==> config.mk <==
export PLATFORM = sky130hd
export DESIGN_NAME = pc_gen
export DESIGN_NICKNAME = d
export VERILOG_FILES = /design/src/rtl/pc_gen_pkg.sv /design/src/rtl/pc_btb.sv /design/src/rtl/pc_gen.sv
export SDC_FILE = /design/constraint.sdc
export NUM_CORES = 1
export LEC_CHECK = 0
export CORE_ASPECT_RATIO = 0.75
export CORE_MARGIN = 8
export CORE_UTILIZATION = 45
export CTS_CLUSTER_SIZE = 8
export DETAILED_ROUTE_END_ITERATION = 8
export PLACE_DENSITY = 0.88
export REMOVE_ABC_BUFFERS = 1
export SYNTH_ARGS = -nofsm -noshare
export SYNTH_HDL_FRONTEND = slang
export SYNTH_SLANG_ARGS = --single-unit
export TNS_END_PERCENT = 100
==> constraint.sdc <==
create_clock -name clk -period 2.1 [get_ports clk]
set_input_delay 0.21 -clock clk [delete_from_list [all_inputs] [get_ports clk]]
set_output_delay 0.21 -clock clk [all_outputs]
set_load 0.02 [all_outputs]
**Signal wires by layer**

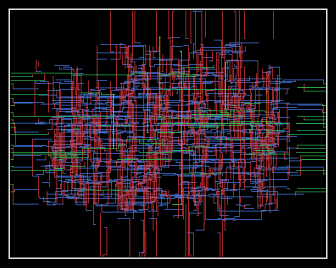
Key: red = met2 [wire length 4970 um]; orange = met4 [wire length 165 um]; green = met3 [wire length 890 um]; blue = met1 [wire length 4560 um]
post-DR wirelength/cell: 18.5 um
Post-Route WL: 10.6 mm
Total Routing Usage GR: 0.194

**M2 wires**

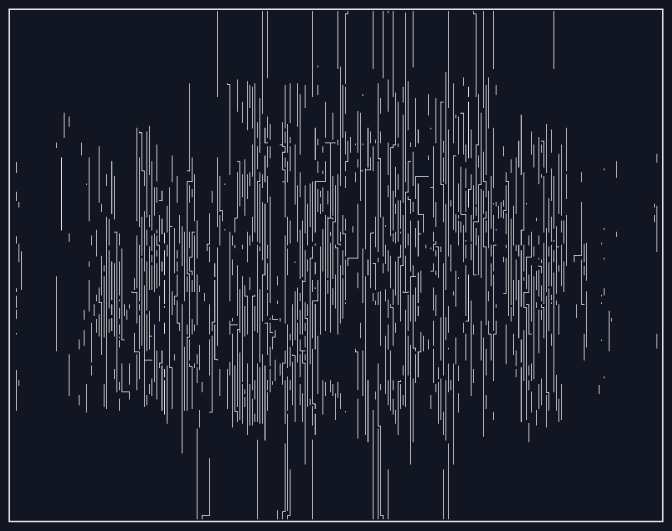
The longest straight run is 35.0 um. The wires run mostly vertical. The layer holds 47% of the routed length.
met2 layer usage reported by global route: 0.322
vias: 3402

**Gate-type map**

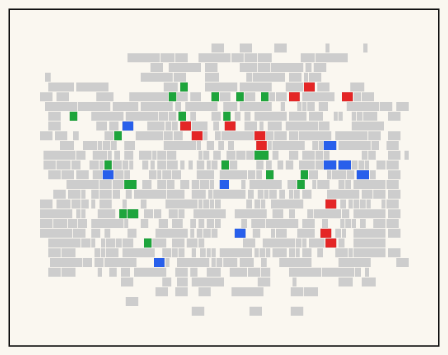
Key: red = XOR/XNOR gates [cells 11]; blue = AND-OR and OR-AND gates [cells 9]; green = AND and OR gates [cells 19]
final non-filler cell total: 571
leading cell type in the layout, fill and taps excluded: sky130_fd_sc_hd__clkdlybuf4s50_1
combinational fraction of the cell area: 0.407

**Local utilization**

12 x 9 tiles, from white (low) to dark blue (high), 0 to 100% covered.
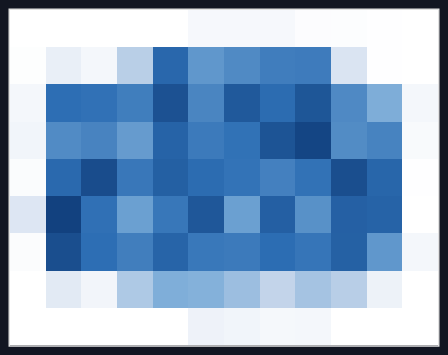
22% of the tiles are nearly empty. The mean over all tiles is 41%. 21% of the tiles are over 75% full. The densest ninth of the die: center.
Placeable Area: 7850 sq um
final core utilization: 0.603
starting utilization of the core area: 0.460

==> run notes <==
* **count of pins on the block boundary** 137
* **root buffer cell** sky130_fd_sc_hd__clkbuf_8
* **cell family contributing the most delay on the critical path** simple AND/OR/NAND/NOR gates
* **f_max** 0.519 GHz
* **maximum number of pins on one net before global-route repair** 63
* **most common logic cells in the final layout** 64 x sky130_fd_sc_hd__clkdlybuf4s50_1, 62 x sky130_fd_sc_hd__dfrtp_1, 34 x sky130_fd_sc_hd__nand2_1, 29 x sky130_fd_sc_hd__mux2_2, 29 x sky130_fd_sc_hd__a21oi_1
* **outcome** complete, no violations
* **setup slack of the most critical reg-to-reg path** 0.17 ns
* **number of sequential cells** 62
* **met2 wire len** 4.97 mm
* **library cell with the largest summed area after synthesis** sky130_fd_sc_hd__dfrtp_1
* **remaining global-route overflow** 0
* **worst hold slack** 0.397 ns
* **Chip Area, Yosys** 3610 sq um
* **area of the multi-input gates** 1930 sq um
* **worst setup slack before clock tree synthesis** -0.0125 ns
* **Non-Clock Buffer Area Fraction** 0.190
* **cell count listed in synth_stat.txt** 381
* **number of post-CTS setup repair buffers** 0
* **wire length of the first global-routing pass** 17.3 mm
* **Rows** 28
* **number of warning messages in the logs** 93
* **number of nets at the end of the flow** 565
* **sequential portion of the cell area** 0.328
* **P_int** 0.00252 W
* **proportion of synthesized area in mux cells** 0.116
* **number of cell instances on the worst register-to-register path** 6
* **endpoint kind of the worst setup timing path** register
* **number of CTS-inserted buffers** 9
* **port bufs** 65
* **Repair and plain buffers** 95
* **Worst setup SP type** register
* **topmost layer with routed signal wires** met4
* **detailed-router iteration count before antenna repair** 5
* **power per standard cell area** 799 nW/um^2
* **number of resized instances in the post-cts repair step** 0
* **final clock skew** 0.00758 ns
* **number of slew-limit violations in the final report** 0
* **CP Cell Sequence** ha_1, nand4_4, nor4_4, nand2_2, or4b_1, nand3_1
* **sum of negative setup slack** 0 ns
* **Non-Clock Inverter Count** 7
* **met1 layer wirelength in the final routing** 4.56 mm
* **clock slew at reported path FFs** 0.07 ns
* **count of final setup violators** 0
* **Total Power Consumption** 0.00378 W
* **horizontal die size** 119 um
* **crit path DRT** 2.39 ns
* **final weighted congestion in routability-driven placement** 0.857
* **vias in the first global route** 3544
* **Buf+Inv Stages, Crit Path** 0
* **prevailing post-synth register cell** sky130_fd_sc_hd__dfrtp_1
* **inserted tap cell count** 105
* **most numerous cell in the Yosys netlist** sky130_fd_sc_hd__dfrtp_1
* **cell count after synthesis** 381
* **number of sinks on the clock net** 62
* **syn_area_per_cell** 9.47 sq um
* **area of the mapped netlist** 3610 sq um
* **worst hold-check path type** primary input to asynchronous set/reset pin
* **DRC violation count after routing** 0
* **antenna violations before repair** 0
* **hold-fix buffers at CTS** 1
* **post-route setup slack** 0.175 ns
* **asr flop ratio synth** 1.00
* **most congested layer reported by global routing** met2
* **fraction of layout cells with a size suffix above 1** 0.187
* **number of H-tree branching levels** 3
* **maximum clock insertion buffer count** 2
* **met3 layer wire length in the routed design** 890 um
* **unrepaired setup endpoints after global routing** no
* **HPWL after detailed placement** 7.58 mm
* **CTS tree** built
* **number of stages on the worst setup path** 6
* **Slowest cell on crit path** sky130_fd_sc_hd__or4b_1
* **ratio of routed vias to standard cells** 5.96
* **slew of the pin with the lowest slew margin** 0.617 ns
* **Yosys warning count** 0
* **cell area reported after detailed placement** 4530 sq um
* **area fraction in compound gates after synthesis** 0.172
* **reported combinational group power** 0.00112 W
* **dominant kind of combinational cell** simple AND/OR/NAND/NOR gates
* **peak per-stage delay on the critical path** 0.47 ns
* **Late-Pin Clk Latency** 0.35 ns
* **Layout area overhead** 31.3%
* **P_seq** 0.00160 W
* **leading power group** registers
* **area share of the largest cell type after synthesis** 0.430
* **count of nets left with antenna violations after detail routing** 0
* **net switching share of the total power** 0.334
* **clk cell area share** 0.0420
* **sequential element share of the synthesized area** 0.430
* **count of clock-net buffers in the final layout** 10
* **largest vdd supply drop** 565 uV
* **area taken by flip-flops and latches** 1550 sq um
* **top cells by area, synth** sky130_fd_sc_hd__dfrtp_1 43%, sky130_fd_sc_hd__mux2_2 9.1%, sky130_fd_sc_hd__a21oi_1 4.0%, sky130_fd_sc_hd__nand2_1 3.5%, sky130_fd_sc_hd__o21ai_0 2.8%
* **register bit total from synthesis** 62
* **power share of the sequential group** 0.424
* **total number of multi-input combinational cells** 286
* **Die Area** 11200 sq um
* **total net switching power** 0.00127 W
* **final-layout fill cell count** 680
* **final hold violation count** 0
* **peak fanout along the critical path** 5
* **worst relative slew slack** 0.584
* **routing usage on met1** 0.234
* **arithmetic-cell share of the synthesized area counting full adders, half adders and majority gates** 0.00347
* **Worst Path Class, Setup** register to register
* **simple-gate portion of the synthesized area** 0.210
* **Comb power frac** 0.297
* **Commonest cells post-synth** 62 x sky130_fd_sc_hd__dfrtp_1, 34 x sky130_fd_sc_hd__nand2_1, 29 x sky130_fd_sc_hd__a21oi_1, 29 x sky130_fd_sc_hd__mux2_2, 24 x sky130_fd_sc_hd__nor2_1
* **shortest clock period the worst path allows after layout** 1.93 ns
* **Netlist cell types** 59
* **data arrival time of the critical path** 2.21 ns
* **area of all placed cells without fillers** 4740 sq um
* **total clock network power** 0.00106 W
* **leak pwr** 1.90 nW
* **cell count after placement** 554
* **total inserted antenna cells** 0
* **Chip Height** 93.5 um
* **biggest cell category by area in the final layout** multi-input combinational cells
* **XOR/XNOR Area Share** 0.0267
* **share of the cycle needed by the critical path after routing** 0.917
* **number of design-rule violations left by the first detailed-router iteration** 312
* **number of max-capacitance violations reported** 0
* **number of enable flip-flop cells** 0
* **relative contribution of the clock network to total power** 0.280
* **met3 capacity usage during global routing** 0.0626
No activity file was given, so power comes from the tool's default toggle rates.
